--- src/rtl/pipe_stage_regs_pkg.sv ---
// pipe_stage_regs_pkg
//   Shared constants for the elastic inter-stage pipeline registers:
//   the NOP instruction shown in empty slots, the default bus widths of the
//   EX/M-to-WB bundle, and the field layout of its control word.
package pipe_stage_regs_pkg;

  // addi x0,x0,0: presented on the instruction field of any empty slot.
  localparam logic [31:0] NOP_INST = 32'h0000_0013;

  // Default payload and instruction widths for a riscv_core stage boundary.
  localparam int unsigned DEFAULT_DATA_W = 64;
  localparam int unsigned DEFAULT_INST_W = 32;

  // EX/M-to-WB control bundle field widths.
  localparam int unsigned LDSEL_W  = 3;
  localparam int unsigned WBSEL_W  = 2;
  localparam int unsigned REGWEN_W = 1;

  // Field offsets inside the packed control word, LSB first.
  localparam int unsigned REGWEN_LSB = 0;
  localparam int unsigned WBSEL_LSB  = REGWEN_LSB + REGWEN_W;
  localparam int unsigned LDSEL_LSB  = WBSEL_LSB + WBSEL_W;

  localparam int unsigned EXWB_CTRL_W = LDSEL_LSB + LDSEL_W;

  // Packs the EX/M-to-WB control fields into the generic ctrl bus.
  function automatic logic [EXWB_CTRL_W-1:0] pack_exwb_ctrl(
    input logic [LDSEL_W-1:0]  ld_sel,
    input logic [WBSEL_W-1:0]  wb_sel,
    input logic [REGWEN_W-1:0] reg_wen
  );
    logic [EXWB_CTRL_W-1:0] c;
    c = '0;
    c[LDSEL_LSB  +: LDSEL_W]  = ld_sel;
    c[WBSEL_LSB  +: WBSEL_W]  = wb_sel;
    c[REGWEN_LSB +: REGWEN_W] = reg_wen;
    return c;
  endfunction

endpackage

--- src/rtl/pipe_stage_regs_slot.sv ---
// pipe_stage_regs_slot
//   One register slot of the elastic pipeline: {valid, data, ctrl, inst}.
//   Ports:
//     clk, rst_n        clock, async active-low reset
//     load              slot takes its source this cycle
//     bubble            source is empty (load a bubble: ctrl=0, inst=NOP)
//     flush             kill the slot (overrides load)
//     src_data/ctrl/inst  source entry fields
//     slot_valid/data/ctrl/inst  registered slot contents
module pipe_stage_regs_slot
  import pipe_stage_regs_pkg::*;
#(
  parameter int unsigned       DATA_W   = DEFAULT_DATA_W,
  parameter int unsigned       CTRL_W   = EXWB_CTRL_W,
  parameter int unsigned       INST_W   = DEFAULT_INST_W,
  parameter logic [INST_W-1:0] NOP_INST = INST_W'(pipe_stage_regs_pkg::NOP_INST)
) (
  input  logic              clk,
  input  logic              rst_n,
  input  logic              load,
  input  logic              bubble,
  input  logic              flush,
  input  logic [DATA_W-1:0] src_data,
  input  logic [CTRL_W-1:0] src_ctrl,
  input  logic [INST_W-1:0] src_inst,
  output logic              slot_valid,
  output logic [DATA_W-1:0] slot_data,
  output logic [CTRL_W-1:0] slot_ctrl,
  output logic [INST_W-1:0] slot_inst
);

  logic              valid_q, valid_d;
  logic [DATA_W-1:0] data_q,  data_d;
  logic [CTRL_W-1:0] ctrl_q,  ctrl_d;
  logic [INST_W-1:0] inst_q,  inst_d;

  always_comb begin
    valid_d = valid_q;
    data_d  = data_q;
    ctrl_d  = ctrl_q;
    inst_d  = inst_q;
    if (flush) begin
      valid_d = 1'b0;
      ctrl_d  = '0;
      inst_d  = NOP_INST;
    end else if (load) begin
      valid_d = !bubble;
      if (bubble) begin
        // Data is left as-is on a bubble; only ctrl/inst must look like a NOP.
        ctrl_d = '0;
        inst_d = NOP_INST;
      end else begin
        data_d = src_data;
        ctrl_d = src_ctrl;
        inst_d = src_inst;
      end
    end
  end

  always_ff @(posedge clk or negedge rst_n) begin
    if (!rst_n) begin
      valid_q <= 1'b0;
      data_q  <= '0;
      ctrl_q  <= '0;
      inst_q  <= NOP_INST;
    end else begin
      valid_q <= valid_d;
      data_q  <= data_d;
      ctrl_q  <= ctrl_d;
      inst_q  <= inst_d;
    end
  end

  always_comb begin
    slot_valid = valid_q;
    slot_data  = data_q;
    slot_ctrl  = ctrl_q;
    slot_inst  = inst_q;
  end

endmodule

--- src/rtl/pipe_stage_regs.sv ---
// pipe_stage_regs
//   Elastic, parametrised inter-stage pipeline register with DEPTH slots,
//   valid/ready handshake, bubble collapsing, flush with NOP injection and
//   registered occupancy. Slot 0 is the input side, slot DEPTH-1 the head.
//   Ports:
//     clk, rst_n                      clock, async active-low reset
//     in_valid/in_ready               upstream handshake
//     in_data/in_ctrl/in_inst         upstream entry
//     out_valid/out_ready             downstream handshake (head slot)
//     out_data/out_ctrl/out_inst      head entry; ctrl=0, inst=NOP when empty
//     flush                           synchronous kill of all entries
//     occupancy                       number of valid slots
module pipe_stage_regs
  import pipe_stage_regs_pkg::*;
#(
  parameter int unsigned       DATA_W   = DEFAULT_DATA_W,
  parameter int unsigned       CTRL_W   = EXWB_CTRL_W,
  parameter int unsigned       INST_W   = DEFAULT_INST_W,
  parameter int unsigned       DEPTH    = 1,
  parameter logic [INST_W-1:0] NOP_INST = INST_W'(pipe_stage_regs_pkg::NOP_INST)
) (
  input  logic                         clk,
  input  logic                         rst_n,
  input  logic                         in_valid,
  output logic                         in_ready,
  input  logic [DATA_W-1:0]            in_data,
  input  logic [CTRL_W-1:0]            in_ctrl,
  input  logic [INST_W-1:0]            in_inst,
  output logic                         out_valid,
  input  logic                         out_ready,
  output logic [DATA_W-1:0]            out_data,
  output logic [CTRL_W-1:0]            out_ctrl,
  output logic [INST_W-1:0]            out_inst,
  input  logic                         flush,
  output logic [$clog2(DEPTH+1)-1:0]   occupancy
);

  localparam int unsigned       OCC_W   = $clog2(DEPTH + 1);
  localparam logic [OCC_W-1:0]  OCC_ONE = OCC_W'(1);

  logic              slot_valid [DEPTH];
  logic [DATA_W-1:0] slot_data  [DEPTH];
  logic [CTRL_W-1:0] slot_ctrl  [DEPTH];
  logic [INST_W-1:0] slot_inst  [DEPTH];
  logic [DEPTH-1:0]  adv;

  logic              xfer_in, xfer_out;
  logic [OCC_W-1:0]  occ_q, occ_d;

  // Advance chain, evaluated from the head back to slot 0: an empty slot
  // always accepts, so bubbles collapse and in_ready follows out_ready
  // combinationally through the valid bits.
  always_comb begin
    adv = '0;
    adv[DEPTH-1] = !slot_valid[DEPTH-1] || out_ready;
    for (int unsigned i = 1; i < DEPTH; i++) begin
      adv[DEPTH-1-i] = !slot_valid[DEPTH-1-i] || adv[DEPTH-i];
    end
  end

  for (genvar k = 0; k < DEPTH; k++) begin : g_slot
    logic              src_valid;
    logic [DATA_W-1:0] src_data;
    logic [CTRL_W-1:0] src_ctrl;
    logic [INST_W-1:0] src_inst;

    if (k == 0) begin : g_src_in
      always_comb begin
        src_valid = in_valid;
        src_data  = in_data;
        src_ctrl  = in_ctrl;
        src_inst  = in_inst;
      end
    end else begin : g_src_prev
      always_comb begin
        src_valid = slot_valid[k-1];
        src_data  = slot_data[k-1];
        src_ctrl  = slot_ctrl[k-1];
        src_inst  = slot_inst[k-1];
      end
    end

    pipe_stage_regs_slot #(
      .DATA_W   (DATA_W),
      .CTRL_W   (CTRL_W),
      .INST_W   (INST_W),
      .NOP_INST (NOP_INST)
    ) u_slot (
      .clk        (clk),
      .rst_n      (rst_n),
      .load       (adv[k]),
      .bubble     (!src_valid),
      .flush      (flush),
      .src_data   (src_data),
      .src_ctrl   (src_ctrl),
      .src_inst   (src_inst),
      .slot_valid (slot_valid[k]),
      .slot_data  (slot_data[k]),
      .slot_ctrl  (slot_ctrl[k]),
      .slot_inst  (slot_inst[k])
    );
  end

  always_comb begin
    in_ready  = adv[0];
    out_valid = slot_valid[DEPTH-1];
    out_data  = slot_data[DEPTH-1];
    out_ctrl  = out_valid ? slot_ctrl[DEPTH-1] : '0;
    out_inst  = out_valid ? slot_inst[DEPTH-1] : NOP_INST;
    xfer_in   = in_valid && in_ready;
    xfer_out  = out_valid && out_ready;
  end

  // Occupancy is tracked incrementally rather than by counting valid bits;
  // flush clears it regardless of any transfer in the same cycle.
  always_comb begin
    occ_d = occ_q;
    if (flush) begin
      occ_d = '0;
    end else if (xfer_in && !xfer_out) begin
      occ_d = occ_q + OCC_ONE;
    end else if (!xfer_in && xfer_out) begin
      occ_d = occ_q - OCC_ONE;
    end
  end

  always_ff @(posedge clk or negedge rst_n) begin
    if (!rst_n) begin
      occ_q <= '0;
    end else begin
      occ_q <= occ_d;
    end
  end

  always_comb begin
    occupancy = occ_q;
  end

endmodule

--- config.mk ---
export PLATFORM = sky130hd
export DESIGN_NAME = pipe_stage_regs
export DESIGN_NICKNAME = d
export VERILOG_FILES = /design/src/rtl/pipe_stage_regs_pkg.sv /design/src/rtl/pipe_stage_regs_slot.sv /design/src/rtl/pipe_stage_regs.sv
export SDC_FILE = /design/constraint.sdc
export NUM_CORES = 1
export LEC_CHECK = 0
export CAP_MARGIN = 20
export CORE_ASPECT_RATIO = 0.6
export CORE_MARGIN = 5
export CORE_UTILIZATION = 42
export DETAILED_ROUTE_END_ITERATION = 7
export PLACE_DENSITY = 0.8
export REMOVE_ABC_BUFFERS = 1
export SLEW_MARGIN = 20
export SYNTH_ARGS = -nofsm -noshare
export SYNTH_HDL_FRONTEND = slang
export SYNTH_HIERARCHICAL = 1
export SYNTH_SLANG_ARGS = --single-unit
export TNS_END_PERCENT = 20
--- constraint.sdc ---
create_clock -name clk -period 2.25 [get_ports clk]
set_input_delay 0.3375 -clock clk [delete_from_list [all_inputs] [get_ports clk]]
set_output_delay 0.3375 -clock clk [all_outputs]
set_load 0.01 [all_outputs]
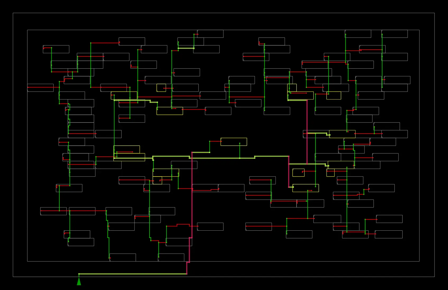
Fig. 1. Clock routing (run 1).
flop count: 104
Final Skew: 0.00627 ns

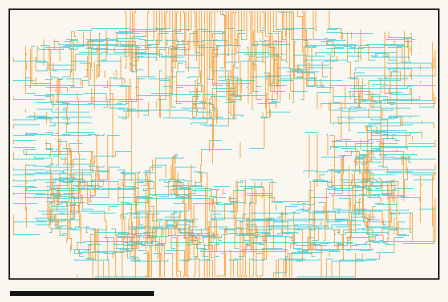
Fig. 2. Signal wires by layer (run 1).
Scale bar: 50 µm. Two of the layers only.
[metal 2] orange | wire length: 5770 µm
[metal 1] cyan | wire length: 5690 µm
vias: 3447
total wire length: 12.5 mm
Total Routing Usage GR: 17.8%
DR WL/cell: 17.6 µm

==> out/metrics.cfg, run 1 <==
[finish]
largest_cell_class = registers
lay_top_count = clkdlybuf4s50_1
antenna_cells = 0
inverters_excl_clock = 1
n_all_buffers = 222
final_layout_size_suffix_gt1_share_pct = 17.2
layout.nonclk_buf_share_pct = 30.6
sh_seq_area_pct = 35.5
final_cell_mix = 210 x clkdlybuf4s50_1, 101 x dfrtp_1, 60 x mux2_4
nClkBuffers = 10
nNetsFinal = 671
multi_input_comb_cells = 226
comb_share_pct = 27.1
mi_logic_area_um2 = 1980
clkCellAreaFrac_pct = 4.28
fillers = 836
layout.area.seq_um2 = 2610
area_growth_syn_to_layout_pct = 52.0
instances_no_fill = 713

[drt]
drcViolationCount = 0
drt-met1-wl_mm = 5.69
dr.pass1.iters = 6
wl_met3_um = 947
drt_iter0_drc = 124
avgViaCountPerCell = 4.83
ant_nets = 0
highest-signal-layer = met4
wl_met2_mm = 5.77

[clocking]
htree_levels = 3
cts_setup_buffers = 0
clockBufferDepth = 2
cts_tree = done
clk_latency_ns = 0.34
ctsHoldBuffers = 1
cts_resized = 0
clk_pin_slew_ns = 0.07
cts_made_buffers = 9
cts_root_buf = clkbuf_16
clock_sinks = 104

[pwr]
p_seq_share_pct = 43.6
clk-power_uw = 1610
p_per_area_nw_per_um2 = 698
ir_drop_mv = 0.358
p_int_uw = 3850
swShare_pct = 24.8
power_frac_clock_pct = 31.4
p_switching_uw = 1270
comb_power_uw = 1280
pg_seq_uw = 2230
p_leak_uw = 0.00309
pwr-share-comb_pct = 25.0
top_power_group = sequential cells

[worst_hold_path]
hold_class = input pin to asynchronous set/reset pin

[synthesis]
ys_sh_simple_pct = 16.9
xor_share_pct = 0
top_area_cell = dfrtp_1
ys_warn_count = 6
synth_cell_types = 23
ys.flop_type = dfrtp_1
top_cells_by_area = dfrtp_1 52%, mux2_4 19%, nand3b_1 5.4%
ys_async_sr_fraction_pct = 100
mux_share_pct = 19.6
ys_sh_aoi_pct = 4.54
syn_inst = 359
edf_count = 0
postSynthAreaPerCell_um2 = 13.4
synth_top_area_share_pct = 52.4
syn_area_um2 = 4830
ys_top_cells_by_count = 101 x dfrtp_1, 60 x mux2_4, 39 x nand2b_1
ys_area_um2 = 4830
ys_cells = 359
ys_seq_share_pct = 54.0
synth_flops = 104
ys_top_logic_family = multiplexers
fa_ha_area_share_pct = 0
most_common_cell = dfrtp_1

[global_routing]
grt_pass1_wl_mm = 19.5
antenna_found_initial = 0
grt_max_degree = 79

[floorplanning]
die-area_um2 = 13800
std_cell_rows = 30
initCoreUtil_pct = 42.9
fp.dieH_um = 93.0
pin_count = 212
taps = 144
die_width_um = 148
coreArea_um2 = 11300

[final_timing]
relSlewSlack_pct = 58.1
hold_viol_final = 0
fin_crit_sh_pct = 92.5
slew_viol_final = 0
finalSetupTns_ns = 0
rsz0062_at_grt = no
setup_violations = 0
min_period_ns = 2.08
whs_ns = 0.474
fmax_mhz = 480
tightestPinTransition_ns = 0.628

[placement]
io_buffers = 211
routabilityCongestion = 0.746
placedCellCount = 696
dp_hpwl_mm = 9.11

[job]
maxCapViolations = 0
tool_warnings = 25

[critical_path]
worst_ep_required_time_ns = 1.91
critPathLaunchType = flip-flop
crit_type = flip-flop to output pin
arrival_ns = 1.74
path_max_fanout = 28
cp-end-kind = output pin

[status]
status = completed

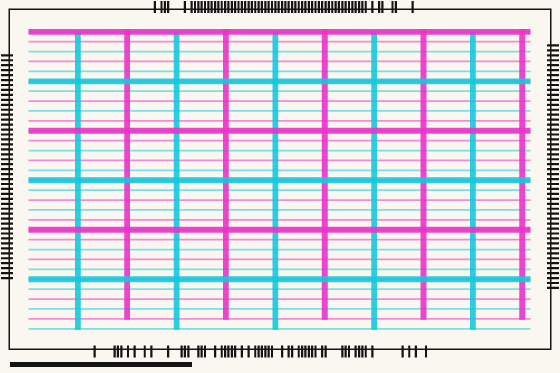
Fig. 3. Power grid (run 1).
Scale bar: 50 µm. Pins as bars on the die edge.
[VSS] cyan
[VDD] magenta
met5 straps: 6
met4 straps: 10

==> run 1: final timing paths <==
check	from	to	slack, ns	cells after the start
setup / recovery	g_slot[0].u_slot/slot_valid	out_inst[4]	0.17	3
hold / removal	rst_n	g_slot[0].u_slot/slot_inst[26]	0.47	2
setup reg to reg	g_slot[0].u_slot/slot_valid	g_slot[0].u_slot/slot_data[51]	0.63	4
hold reg to reg	g_slot[0].u_slot/slot_data[55]	g_slot[0].u_slot/slot_data[55]	0.51	1
max in group asynchronous	rst_n	g_slot[0].u_slot/slot_data[19]	1.08	3
min in group clk	g_slot[0].u_slot/slot_data[55]	g_slot[0].u_slot/slot_data[55]	0.51	1
==> run 1: stage by stage <==
| stage | setup WS [ns] | instance area [µm²] | total power, µW | utilization, % |
|---|---|---|---|---|
| 4_1_cts | 0.148 | 7330 | 5180 | 65.1 |
| 6_report | 0.168 | 7330 | 5120 | 65.1 |
| 2_1_floorplan | -2.90 | 4590 | 2770 | - |
| 3_3_place_gp | 0.160 | 7010 | 3520 | 62.2 |
| 5_1_grt | 0.0733 | 7330 | 5350 | 65.1 |
| 3_5_place_dp | 0.142 | 7010 | 3540 | 62.2 |
==> run 1: critical path, stage by stage, from the launching register on <==
cell and delay, ns:
dfrtp_1 0.38, buf_4 0.28, or2b_1 0.26, clkdlybuf4s50_1 0.49
==> run 1: state kept, by name (all words and copies together) (netlist names) <==
register / count
g_slot.u_slot/slot_data: 64
g_slot.u_slot/slot_inst: 32
occupancy: 1
g_slot.u_slot/slot_ctrl: 6
g_slot.u_slot/slot_valid: 1
==> run 1: metal layers <==
layer,up-vias,track usage [%]
met5,-,0
met4,0,3.77
met3,10,5.86
met2,125,27.5
met1,1682,24.7
li1,1630,-
==> run 2: changes to the inputs <==
Settings changed: GPL_TIMING_DRIVEN set to 0, RECOVER_POWER set to 100.
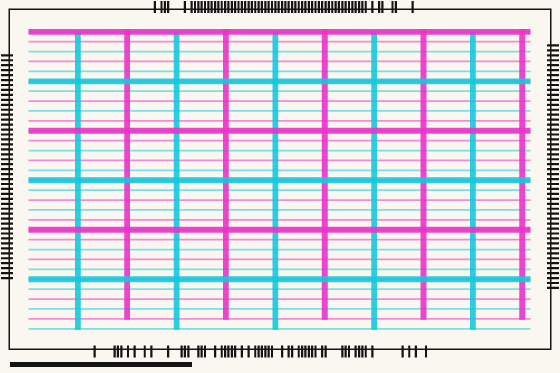
Fig. 4. Power grid (run 2).
Scale bar: 50 µm. Pins as bars on the die edge.
VDD IR max: 0.364 mV
Die Width: 148 µm
core area: 11300 µm²
Die Y-Extent: 93.0 µm

==> out/metrics.cfg, run 2 <==
[status]
status = completed  ; unchanged

[final_timing]
setup_violations = 0  ; unchanged
rsz0062_at_grt = no  ; unchanged
hold_viol_final = 0  ; unchanged
tightestPinTransition_ns = 0.891  ; was 0.628 ns
relSlewSlack_pct = 40.6  ; was 58.1%
finalSetupTns_ns = 0  ; unchanged
whs_ns = 0.284  ; was 0.474 ns
fin_skew_ns = 0.00511  ; was 0.00627 ns

[clocking]
clk_latency_ns = 0.33  ; was 0.34 ns
clockBufferDepth = 2  ; unchanged
cts_made_buffers = 9  ; unchanged
clk_pin_slew_ns = 0.07  ; about the same
cts_root_buf = clkbuf_16  ; unchanged
htree_levels = 3  ; unchanged
cts_tree = done  ; unchanged
clock_sinks = 104  ; unchanged

[critical_path]
cp-end-kind = flip-flop  ; was output pin
ff2ff_path_depth = 7  ; was 4
timing.rr.start = g_slot[0].u_slot/slot_valid  ; unchanged
crit_buf_inv = 4  ; was 2
worst_ep_required_time_ns = 2.47  ; was 1.91 ns
critPathLaunchType = flip-flop  ; unchanged
path_max_fanout = 26  ; was 28
crit_family = buffers and inverters  ; unchanged
r2r_end = g_slot[0].u_slot/slot_data[0]  ; was g_slot[0].u_slot/slot_data[51]
slowest_delay_ns = 0.49  ; about the same
reg2reg_slack_ns = 0.11  ; was 0.63 ns
arrival_ns = 2.35  ; was 1.74 ns
crit_type = flip-flop to flip-flop  ; was flip-flop to output pin
crit_path_cell_trace = buf_8, nand2b_4, nor3b_4, buf_8, buf_8, buf_8, mux2_4  ; was buf_4, or2b_1, clkdlybuf4s50_1
cpMostUsedCell = buf_8

[drt]
ant_nets = 0  ; unchanged
avgViaCountPerCell = 4.92  ; was 4.83
drcViolationCount = 0  ; unchanged
dr.pass1.iters = 4  ; was 6
drt_iter0_drc = 112  ; was 124
wl_per_cell_um = 18.1  ; was 17.6 µm

[finish]
multi_input_comb_cells = 229  ; was 226
area_growth_syn_to_layout_pct = 49.9  ; was 52.0%
fin_area_um2 = 7240  ; was 7330 µm²
antenna_cells = 0  ; unchanged
largest_register_ffs = 64  ; unchanged
mi_logic_area_um2 = 1880  ; was 1980 µm²
largest_cell_class = registers  ; unchanged
n_all_buffers = 222  ; unchanged
lay_top_count = clkdlybuf4s50_1  ; unchanged
fillers = 867  ; was 836
comb_share_pct = 26.0  ; was 27.1%
final_layout_size_suffix_gt1_share_pct = 11.9  ; was 17.2%
nNetsFinal = 676  ; was 671
sh_seq_area_pct = 36.0  ; was 35.5%
layout.nonclk_buf_share_pct = 30.9  ; was 30.6%
final_cell_mix = 127 x clkdlybuf4s50_1, 100 x dfrtp_1, 83 x dlygate4sd3_1  ; was 210 x clkdlybuf4s50_1, 101 x dfrtp_1, 60 x mux2_4
nClkBuffers = 10  ; unchanged
clkCellAreaFrac_pct = 4.29  ; was 4.28%

[placement]
routabilityCongestion = 0.738  ; was 0.746

[pwr]
p_seq_share_pct = 44.6  ; was 43.6%
comb_power_uw = 1120  ; was 1280 µW
p_leak_uw = 0.00302  ; was 0.00309 µW
p_int_uw = 3750  ; was 3850 µW
pwr-share-comb_pct = 22.5  ; was 25.0%
pg_seq_uw = 2220  ; was 2230 µW
swShare_pct = 24.6  ; was 24.8%
clk-power_uw = 1630  ; was 1610 µW
fin_total_pwr_uw = 4970  ; was 5120 µW
p_per_area_nw_per_um2 = 687  ; was 698 nW/µm²
top_power_group = sequential cells  ; unchanged

[synthesis]
ys_seq_share_pct = 54.0  ; unchanged
syn_inst = 359  ; unchanged
ys_cells = 359  ; unchanged
ys_warn_count = 6  ; unchanged
ys_top_cells_by_count = 101 x dfrtp_1, 60 x mux2_4, 39 x nand2b_1  ; unchanged
top_cells_by_area = dfrtp_1 52%, mux2_4 19%, nand3b_1 5.4%  ; unchanged
top_area_cell = dfrtp_1  ; unchanged
synth_flops = 104  ; unchanged
postSynthAreaPerCell_um2 = 13.4  ; unchanged
ys_async_sr_fraction_pct = 100  ; unchanged
synth_cell_types = 23  ; unchanged
ys.flop_type = dfrtp_1  ; unchanged
edf_count = 0  ; unchanged
most_common_cell = dfrtp_1  ; unchanged
syn_area_um2 = 4830  ; unchanged
synth_top_area_share_pct = 52.4  ; unchanged

[worst_hold_path]
hold_end = g_slot[0].u_slot/slot_inst[23]
hold_class = input pin to flip-flop  ; was input pin to asynchronous set/reset pin

[job]
maxCapViolations = 0  ; unchanged

[global_routing]
grt_pass1_wl_mm = 20.7  ; was 19.5 mm
grt_max_degree = 74  ; was 79
antenna_found_initial = 0  ; unchanged

[floorplanning]
pin_count = 212  ; unchanged
initCoreUtil_pct = 42.9  ; unchanged

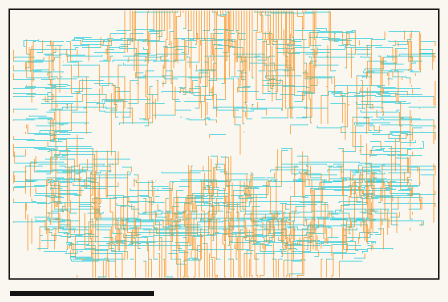
Fig. 5. Signal wires by layer (run 2).
Scale bar: 50 µm. Two of the layers only.
[metal 2] orange | wire length: 6150 µm
[metal 1] cyan | wire length: 5820 µm
total wire length: 13.0 mm
Total Routing Usage GR: 18.9%
vias: 3526

[run 2: cells by family after synthesis]
| kind of cell | count (synthesis) | share of synthesized area [%] |
|---|---|---|
| AOI/OAI and AO/OA | 41 | 4.54 |
| buffers and inverters | 29 | 4.93 |
| DFF | 104 | 54.0 |
| muxes | 64 | 19.6 |
| and+or+nand+nor | 121 | 16.9 |
[run 2: stage by stage]
stage          std cells  utilization [%]  worst slack, ns
6_report             717             64.3            0.114
5_1_grt              717             64.3           0.0110
4_1_cts              718             65.7          0.00953
3_5_place_dp         695             62.4            -1.09
3_3_place_gp         686             61.1            -4.26
2_1_floorplan        331                -            -2.90
[run 2: worst max-delay path by stage]
stage | slack, ns | startpoint | cells past startpoint | endpoint
after floorplan | -2.90 | g_slot[0].u_slot/slot_valid | 3 | g_slot[0].u_slot/slot_data[52]
after global placement | -4.26 | g_slot[0].u_slot/slot_valid | 3 | g_slot[0].u_slot/slot_data[55]
after detailed placement | -1.09 | out_ready | 8 | g_slot[0].u_slot/slot_data[0]
after CTS | 0.01 | g_slot[0].u_slot/slot_valid | 7 | g_slot[0].u_slot/slot_data[54]
after global routing | 0.01 | g_slot[0].u_slot/slot_valid | 7 | g_slot[0].u_slot/slot_data[12]
final | 0.11 | g_slot[0].u_slot/slot_valid | 7 | g_slot[0].u_slot/slot_data[0]
[run 2: timing repair]
| item | in CTS | in global routing |
|---|---|---|
| endpoints found under the setup margin | 84 | 32 |
| buffers inserted | 3 | 0 |
| cloned | 5 | 0 |
| hold buffers | 1 | 0 |
| hold endpoints to repair | 31 | 0 |
| resized | 2 | 3 |
[run 2: per-layer routing]
layer  GRT usage (%)  up-vias  share of wire [%]
met2            29.8      129                 47
li1                -     1639                  -
met4            4.84        0                1.1
met5               0        -                  0
met3            5.42       11                6.8
met1            25.9     1747                 45
==> run 3: changes to the inputs <==
Settings changed: CELL_PAD_IN_SITES_DETAIL_PLACEMENT set to 1, CELL_PAD_IN_SITES_GLOBAL_PLACEMENT set to 2, CORE_ASPECT_RATIO 0.6 to 1.25, CORE_UTILIZATION 42 to 26, PLACE_DENSITY 0.8 to not set, PLACE_DENSITY_LB_ADDON set to 0.1.
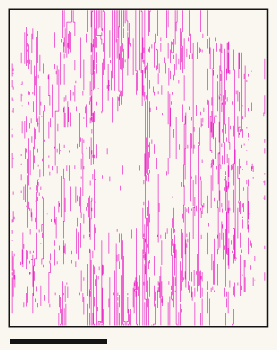
Fig. 6. The metal 2 layer (run 3).
Scale bar: 50 µm.
share of all routed wire: 47%
nets with wire on the layer: 607
main direction: vertical
vias: 3547
met2 Track Usage GR: 22.8%
total wire length: 15.1 mm

==> out/metrics.cfg, run 3 <==
[synthesis]
ys_area_um2 = 4830  ; unchanged
syn_inst = 359  ; unchanged
top_area_cell = dfrtp_1  ; unchanged
top_cells_by_area = dfrtp_1 52%, mux2_4 19%, nand3b_1 5.4%  ; unchanged
ys_top_cells_by_count = 101 x dfrtp_1, 60 x mux2_4, 39 x nand2b_1  ; unchanged
edf_count = 0  ; unchanged
most_common_cell = dfrtp_1  ; unchanged
synth_flops = 104  ; unchanged
ys_async_sr_fraction_pct = 100  ; unchanged
ys_cells = 359  ; unchanged
ys_seq_share_pct = 54.0  ; unchanged
synth_cell_types = 23  ; unchanged
mux_share_pct = 19.6  ; unchanged
xor_share_pct = 0  ; unchanged
ys_top_logic_family = multiplexers  ; unchanged
ys_sh_aoi_pct = 4.54  ; unchanged
synth_top_area_share_pct = 52.4  ; unchanged

[final_timing]
hold_viol_final = 0  ; unchanged
tightestPinTransition_ns = 1.29  ; was 0.891 ns
finalSetupTns_ns = 0  ; unchanged
fin_crit_sh_pct = 96.5  ; was 94.9%
relSlewSlack_pct = 14.3  ; was 40.6%
whs_ns = 0.411  ; was 0.284 ns
slew_viol_final = 0  ; unchanged
min_period_ns = 2.17  ; was 2.14 ns
rsz0062_at_grt = no  ; unchanged
setup_ws_ns = 0.0786  ; was 0.114 ns

[critical_path]
arrival_ns = 1.83  ; was 2.35 ns
cp-end-kind = output pin  ; was flip-flop
ff2ff_path_depth = 7  ; unchanged
r2r_end = g_slot[0].u_slot/slot_data[63]  ; was g_slot[0].u_slot/slot_data[0]
worst_ep_required_time_ns = 1.91  ; was 2.47 ns
slowest_delay_ns = 0.55  ; was 0.49 ns
timing.rr.start = g_slot[0].u_slot/slot_valid  ; unchanged
path_max_fanout = 13  ; was 26
crit_type = flip-flop to output pin  ; was flip-flop to flip-flop
critPathLaunchType = flip-flop  ; unchanged
cp_slowest_cell = dfrtp_4  ; was dfrtp_2
cp-endpoint = out_ctrl[1]  ; was g_slot[0].u_slot/slot_data[0]
crit_family = buffers and inverters  ; unchanged
crit_buf_inv = 2  ; was 4
reg2reg_slack_ns = 0.13  ; was 0.11 ns

[global_routing]
grt_util_all_layers_pct = 14.2  ; was 18.9%
grt_max_degree = 58  ; was 74
grt_pass1_wl_mm = 24.0  ; was 20.7 mm
antenna_found_initial = 1  ; was 0

[drt]
highest-signal-layer = met5  ; was met4
dr.pass1.iters = 3  ; was 4
wl_met3_mm = 1.58  ; was 882 µm
avgViaCountPerCell = 4.42  ; was 4.92
drt-met1-wl_mm = 6.18  ; was 5.82 mm
drt_iter0_drc = 86  ; was 112
ant_nets = 0  ; unchanged

[pwr]
p_switching_uw = 1290  ; was 1220 µW
p_int_uw = 3680  ; was 3750 µW
fin_total_pwr_uw = 4970  ; about the same
pwr-share-comb_pct = 22.9  ; was 22.5%
power_frac_clock_pct = 32.6  ; was 32.9%
p_leak_uw = 0.00303  ; was 0.00302 µW
ir_drop_mv = 0.335  ; was 0.364 mV
p_seq_share_pct = 44.6  ; about the same
p_per_area_nw_per_um2 = 675  ; was 687 nW/µm²
swShare_pct = 26.0  ; was 24.6%

[job]
tool_warnings = 25  ; unchanged
maxCapViolations = 0  ; unchanged

[clocking]
ctsHoldBuffers = 1  ; unchanged
clockBufferDepth = 2  ; unchanged
clk_latency_ns = 0.35  ; was 0.33 ns
clock_sinks = 104  ; unchanged
clk_pin_slew_ns = 0.07  ; about the same
htree_levels = 3  ; unchanged
cts_tree = done  ; unchanged
cts_made_buffers = 9  ; unchanged
cts_resized = 1  ; was 2
cts_setup_buffers = 4  ; was 3

[finish]
area_growth_syn_to_layout_pct = 52.6  ; was 49.9%
largest_register_ffs = 64  ; unchanged
fin_util_pct = 40.5  ; was 64.3%
nNetsFinal = 677  ; was 676
fin_area_um2 = 7360  ; was 7240 µm²
layout.area.seq_um2 = 2610  ; about the same
fillers = 2002  ; was 867
final_cell_mix = 131 x clkdlybuf4s50_1, 100 x dfrtp_1, 78 x dlygate4sd3_1  ; was 127 x clkdlybuf4s50_1, 100 x dfrtp_1, 83 x dlygate4sd3_1
antenna_cells = 0  ; unchanged

[worst_hold_path]
hold_class = input pin to flip-flop  ; unchanged
min_from = flush  ; unchanged

[placement]
place_area_um2 = 7120  ; was 7030 µm²
dp_slack_ns = -1.03  ; was -1.09 ns
dp_hpwl_mm = 9.90  ; was 8.86 mm
routabilityCongestion = 0.708  ; was 0.738
io_buffers = 211  ; unchanged

[floorplanning]
die-area_um2 = 21400  ; was 13800 µm²
initCoreUtil_pct = 26.6  ; was 42.9%
std_cell_rows = 55  ; was 30

[status]
status = completed  ; unchanged

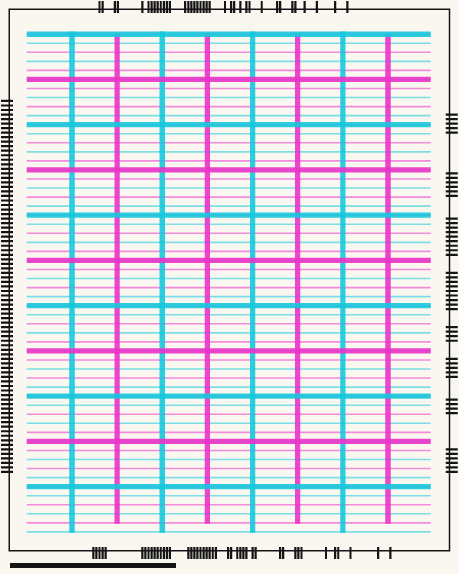
Fig. 7. Power grid (run 3).
Scale bar: 50 µm. Pins as bars on the die edge.
Die Y-Extent: 162 µm
core area: 18200 µm²
Die Width: 132 µm

==> run 3: cell count changes in the layout (fill, tap and decap cells not counted), sizes merged <==
cell	delta
buf	+4
bufinv	-1
clkdlybuf4s50	+4
dlymetal6s2s	+1
clkbuf	+1
clkinvlp	-2
dlygate4sd3	-5
==> run 3: routing by layer <==
| layer | global-route usage (%) | vias up |
|---|---|---|
| met3 | 6.78 | 16 |
| met5 | 0 | - |
| met4 | 4.86 | 2 |
| met1 | 16.6 | 1750 |
| li1 | - | 1637 |
| met2 | 22.8 | 142 |
==> run 3: power groups by stage <==
stage | Sequential, µW | Clock (µW) | Combinational, µW
floorplan | 2340 | 0 | 426
global placement | 2260 | 0 | 1290
detailed placement | 2270 | 0 | 1300
CTS | 2240 | 1690 | 1340
global route | 2250 | 1750 | 1230
finish | 2220 | 1620 | 1140
==> run 3: final cells by class <==
cell class | count | area share (%)
clock inverter | 4 | 0.731
multi-input combinational | 229 | 25.4
inverter | 1 | 0.0510
timing repair buffer | 225 | 31.2
clock buffer | 12 | 3.35
tap | 228 | 3.87
sequential | 104 | 35.4
==> run 3: logic make-up (layout without fill, tap and decap cells) <==
group | Yosys count | in the layout
buffers and inverters | 29 | 242
AND/OR/NAND/NOR | 121 | 124
multiplexers | 64 | 64
AND-OR/OR-AND | 41 | 41
flip-flops | 104 | 104
==> run 3: how the worst min path moves through the flow <==
stage,to,slack [ns],cells past startpoint
floorplan,g_slot[0].u_slot/slot_ctrl[0],0.04,0
global placement,g_slot[0].u_slot/slot_data[53],0.49,1
detailed placement,g_slot[0].u_slot/slot_inst[7],0.32,1
CTS,g_slot[0].u_slot/slot_inst[28],0.40,2
global route,g_slot[0].u_slot/slot_inst[26],0.44,2
finish,g_slot[0].u_slot/slot_inst[28],0.41,2

==> notes/layouts.md <==
Pictures saved along the way, in no particular order.

Met3 routing.
picture 1
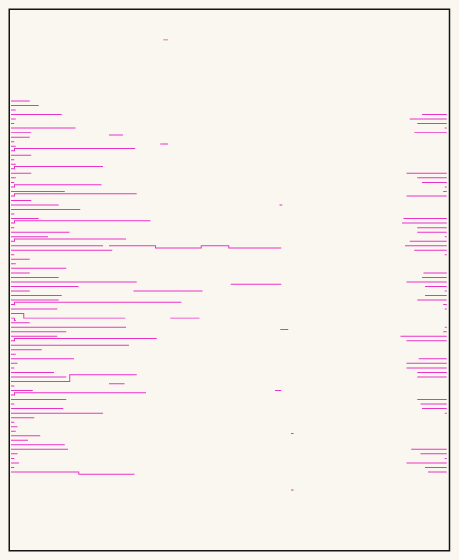
picture 2
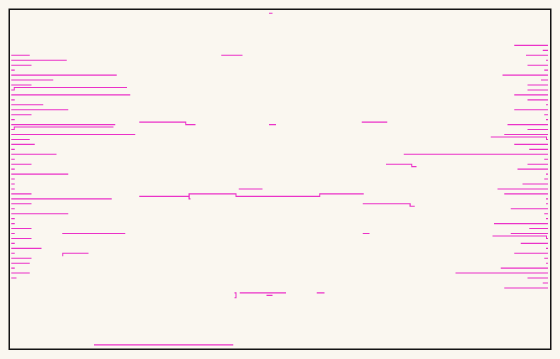
picture 3
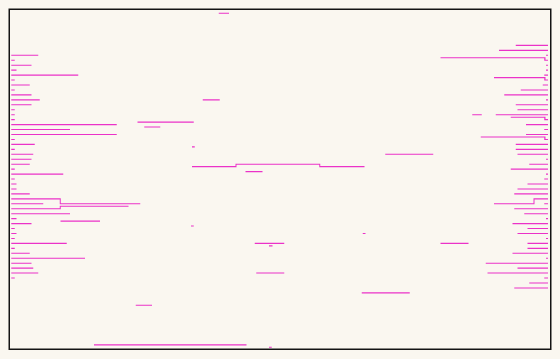
run 3: picture 1
run 2: picture 3
run 1: picture 2

Key to picture 3:
longest straight run: 41.6 µm
main direction: horizontal
wire length on this layer: 882 µm

No activity file was given, so power comes from the tool's default toggle rates.
